`src/rtl/fc_param_loader.sv`:
```
`default_nettype none
// ============================================================================
//  Module      : fc_param_loader
//  Description : Streams the bias words and then the weight words of one FC
//                layer from an external synchronous ROM, one beat at a time,
//                over a strobe/ack handshake.
//  Revision    : 1.0 - initial release
// ============================================================================
module fc_param_loader #(
    parameter int DW     = 32,
    parameter int in_ch  = 16,
    parameter int in_seq = 1,
    parameter int out_ch = 5,
    parameter int AW     = 8
) (
    input  logic                  clk,
    input  logic                  RST,
    input  logic                  i_start,
    input  logic [AW-1:0]         i_base_addr,
    output logic                  o_busy,
    output logic                  o_done,
    output logic                  o_rom_en,
    output logic [AW-1:0]         o_rom_addr,
    input  logic [DW*in_ch-1:0]   i_rom_data,
    output logic                  o_EN_w,
    output logic [DW*in_ch-1:0]   o_data,
    output logic                  o_stb_out,
    input  logic                  i_ack_in
);

    // Beat budget: bias words first, then in_seq weight words per channel.
    localparam int BIAS_RAW   = (out_ch + in_ch - 1) / in_ch;
    localparam int BIAS_BEATS = (BIAS_RAW < 1) ? 1 : BIAS_RAW;
    localparam int WGT_BEATS  = in_seq * out_ch;
    localparam int TOTAL      = BIAS_BEATS + WGT_BEATS;
    localparam int CW         = (TOTAL > 1) ? $clog2(TOTAL) : 1;
    localparam logic [CW-1:0] LAST_BEAT = CW'(TOTAL - 1);

    localparam logic [2:0] S_IDLE  = 3'd0;
    localparam logic [2:0] S_START = 3'd1;
    localparam logic [2:0] S_FETCH = 3'd2;
    localparam logic [2:0] S_CAPT  = 3'd3;
    localparam logic [2:0] S_SEND  = 3'd4;
    localparam logic [2:0] S_DONE  = 3'd5;

    logic [2:0]          state_q, state_d;
    logic [AW-1:0]       base_q,  base_d;
    logic [CW-1:0]       cnt_q,   cnt_d;
    logic                stb_q,   stb_d;
    logic [DW*in_ch-1:0] data_q,  data_d;
    logic [AW-1:0]       w_rom_addr;

    // Address wraps naturally at 2^AW.
    assign w_rom_addr = base_q + AW'(cnt_q);

    // State, base address, beat counter and the outgoing beat register.
    always_ff @(posedge clk or posedge RST) begin
        if (RST) begin
            state_q <= S_IDLE;
            base_q  <= '0;
            cnt_q   <= '0;
            stb_q   <= 1'b0;
            data_q  <= '0;
        end else begin
            state_q <= state_d;
            base_q  <= base_d;
            cnt_q   <= cnt_d;
            stb_q   <= stb_d;
            data_q  <= data_d;
        end
    end

    // Next-state logic: one ROM read, one capture and one handshake per beat.
    always_comb begin
        state_d = state_q;
        base_d  = base_q;
        cnt_d   = cnt_q;
        stb_d   = stb_q;
        data_d  = data_q;
        case (state_q)
            S_IDLE: begin
                if (i_start) begin
                    state_d = S_START;
                    base_d  = i_base_addr;
                    cnt_d   = '0;
                end
            end
            S_START: state_d = S_FETCH;
            S_FETCH: state_d = S_CAPT;
            S_CAPT: begin
                // ROM word is valid now, one cycle after the read strobe.
                data_d  = i_rom_data;
                stb_d   = 1'b1;
                state_d = S_SEND;
            end
            S_SEND: begin
                if (stb_q && i_ack_in) begin
                    stb_d = 1'b0;
                    if (cnt_q == LAST_BEAT) begin
                        state_d = S_DONE;
                    end else begin
                        cnt_d   = cnt_q + 1'b1;
                        state_d = S_FETCH;
                    end
                end
            end
            S_DONE:  state_d = S_IDLE;
            default: state_d = S_IDLE;
        endcase
    end

    assign o_busy     = (state_q != S_IDLE);
    assign o_done     = (state_q == S_DONE);
    assign o_EN_w     = (state_q == S_START);
    assign o_rom_en   = (state_q == S_FETCH);
    assign o_rom_addr = (state_q == S_FETCH) ? w_rom_addr : '0;
    assign o_stb_out  = stb_q;
    assign o_data     = data_q;

endmodule
`default_nettype wire

```
`config.mk`:
```
export PLATFORM = sky130hd
export DESIGN_NAME = fc_param_loader
export DESIGN_NICKNAME = d
export VERILOG_FILES = /design/src/rtl/fc_param_loader.sv
export SDC_FILE = /design/constraint.sdc
export NUM_CORES = 1
export LEC_CHECK = 0
export CAP_MARGIN = 20
export CORE_AREA = 10 10 398 400
export DETAILED_ROUTE_END_ITERATION = 8
export DIE_AREA = 0 0 408 410
export PLACE_DENSITY_LB_ADDON = 0.1
export SLEW_MARGIN = 20
export SYNTH_ARGS = -nofsm -noshare
export SYNTH_HDL_FRONTEND = slang
export SYNTH_SLANG_ARGS = --single-unit
```
`constraint.sdc`:
```
create_clock -name clk -period 33.5 [get_ports clk]
set_input_delay 8.375 -clock clk [delete_from_list [all_inputs] [get_ports clk]]
set_output_delay 8.375 -clock clk [all_outputs]
set_load 0.01 [all_outputs]
```
Wiring by layer:
Scale: 1 px per µm.
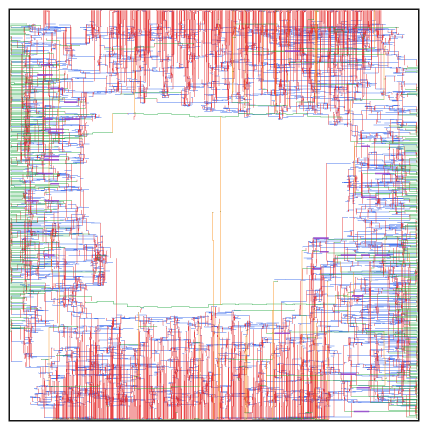
Key: metal 4 = orange [wire length 3390 µm]; metal 5 = purple [wire length 358 µm]; metal 3 = green [wire length 11100 µm]; metal 1 = blue [wire length 34.2 mm]; metal 2 = red [wire length 52.1 mm]

Sequential cells colored by netlist name:
Scale: 1 px per µm. Other sequential cells in the stronger gray, the rest of the logic in the fainter gray.
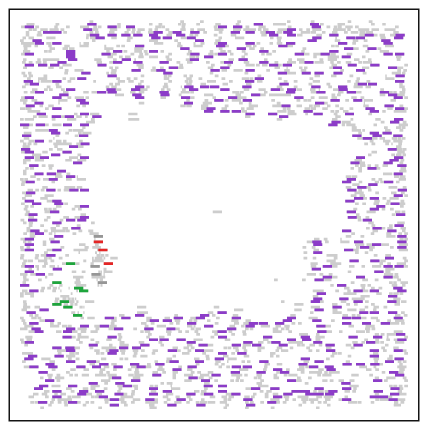
Key: base_q = green [flops 8]; state_q = red [flops 3]; o_data = purple [flops 512, where widely spread]
Another 4 sequential cells are not colored.

==> flow_metrics.py <==
# Metrics from the implementation run
metrics = {
    "run_status": {
        "status": "complete, no violations",
    },
    "sta": {
        "post-route-min-period_ps": 11720,
        "fin_setup_tns_ps": 0,
        "hold_violations": 0,
        "hold_slack_ps": 502,
        "fin_worst_skew_ps": 26.1,
        "slew_violations": 0,
        "rsz0062_at_grt": "false",
    },
    "clocking": {
        "cts_setup_buffers": 0,
        "hold_buffers": 0,
        "clock_latency_ps": 650,
    },
    "floorplanning": {
        "chipHeight_um": 410,
        "die_w_um": 408,
        "pin_count": 1049,
        "coreArea_um2": 151000,
    },
    "run": {
        "warning_count": 33,
    },
    "drt": {
        "first_pass_iters": 4,
        "wl_per_cell_um": 23.2,
    },
    "placed_design": {
        "dpl.hpwl_um": 78500,
    },
    "global_route": {
        "grt_pass1_wl_um": 140000,
        "grt_start_max_net_pins": 120,
        "antenna_found_initial": 48,
    },
    "synthesis": {
        "ys_types": 32,
        "ys_warn_count": 0,
        "syn_area_um2": 21900,
    },
    "final_layout": {
        "synthToLayoutAreaGrowth_pct": 68.6,
    },
    "critical_path": {
        "r2r-start": "state_q[2]$_DFFE_PP0P_",
    },
    "pwr": {
        "power_density_nw_per_um2": 106,
    },
}
Signal wires on met3:
Scale: 1 px per µm.
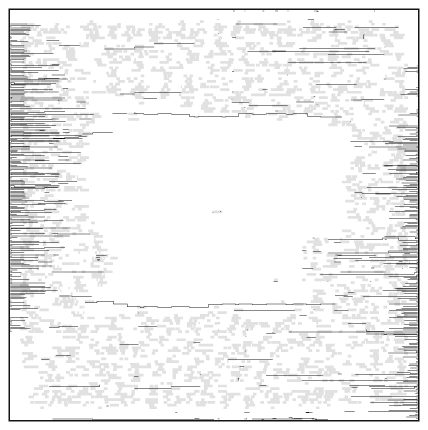
The longest straight run is 128 µm. The wires run mostly horizontal. The layer carries 11100 µm of wire. 512 nets have wire on it.

Routing congestion:
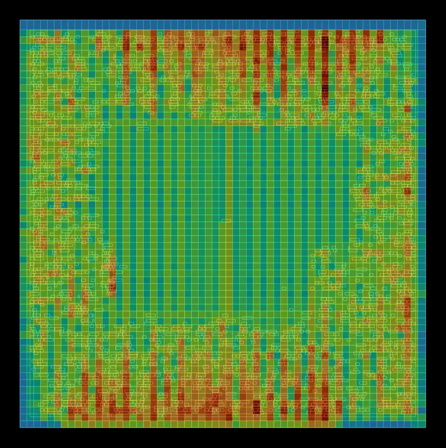
Tot GR Track Use: 11.6%
global routing usage on met3: 6.47%
GR Util met2: 20.5%

[cell families (layout without fill, tap and decap cells)]
| logic type | Yosys count | after routing | synth area share (%) |
|---|---|---|---|
| AND/OR/NAND/NOR | 37 | 37 | 0.998 |
| XOR/XNOR | 7 | 7 | 0.279 |
| multiplexers | 521 | 521 | 34.8 |
| adder cells (fa/ha/maj) | 6 | 6 | 0.376 |
| other | 0 | 15 | 0 |
| flip-flops | 527 | 527 | 60.1 |
| buffers and inverters | 67 | 1200 | 3.02 |
| AND-OR/OR-AND | 17 | 17 | 0.456 |
[per-stage QoR]
stage,instances,setup WS [ps],cell area (µm²)
after detailed placement,4213,20670,34500
after global placement,4213,20830,34500
after global routing,4355,21120,37000
after floorplan,1182,10400,21900
after CTS,4345,21450,37000
final,4360,21780,37000
[worst max-delay path: stages]
cell and delay, ps:
clkdlybuf4s50_1 490, inv_8 460, buf_4 680, buf_4 710, buf_4 700, buf_4 710
[report_power, final]
group | switching (µW) | total (µW) | internal [µW]
clock | 325 | 809 | 483
sequential | 209 | 1180 | 973
combinational | 733 | 1940 | 1200
[synth_stat cells]
library cell  number
dfrtp_1          527
mux2_4           469
buf_6             53
mux2_2            52
nand2_1           10
a21oi_1            8
nor2_1             8
xnor2_1            7
buf_2              5
ha_1               5
inv_1              5
o21ai_0            4
nand3_1            3
nor3_1             3
and2_1             2
buf_4              2
clkbuf_1           2
nor2b_1            2
nor3b_1            2
a22o_1             1
a41oi_1            1
and3_1             1
and3b_1            1
fa_1               1
nand3b_4           1
nand4_1            1
nor2_8             1
o21a_1             1
o22ai_1            1
o31a_1             1
or3_4              1
or3b_1             1
[flip-flops by register name (all words and copies together), names as in the netlist]
name,flops
state_q,3
base_q,8
cnt_q,3
o_data,512
o_stb_out,1
[layer usage]
metal | global-route usage, % | wire (µm)
met1 | 11.3 | 34200
met2 | 20.5 | 52100
met3 | 6.47 | 11100
met4 | 4.45 | 3390
met5 | 0 | 357
[worst max-delay path by stage]
stage,startpoint,endpoint,slack [ps],cells past startpoint
5_1_grt,RST,o_data[291]$_DFFE_PP0P_,21120,6
2_1_floorplan,RST,base_q[0]$_DFFE_PP0P_,10400,1
6_report,RST,o_data[180]$_DFFE_PP0P_,21780,6
3_3_place_gp,RST,o_data[180]$_DFFE_PP0P_,20830,6
3_5_place_dp,RST,o_data[334]$_DFFE_PP0P_,20670,6
4_1_cts,RST,o_data[373]$_DFFE_PP0P_,21450,6
[cell type report]
cell class                 instances  area [µm²]
antenna                           15        37.5
clock buffer                     114        2220
clock inverter                    18         259
fill                           15700      114000
inverter                           5        26.3
multi-input combinational        588        8090
sequential                       527       13200
tap                             2030        2540
timing repair buffer            1063       10600
Power figures rest on the tool's default switching activity, not on a simulated workload.
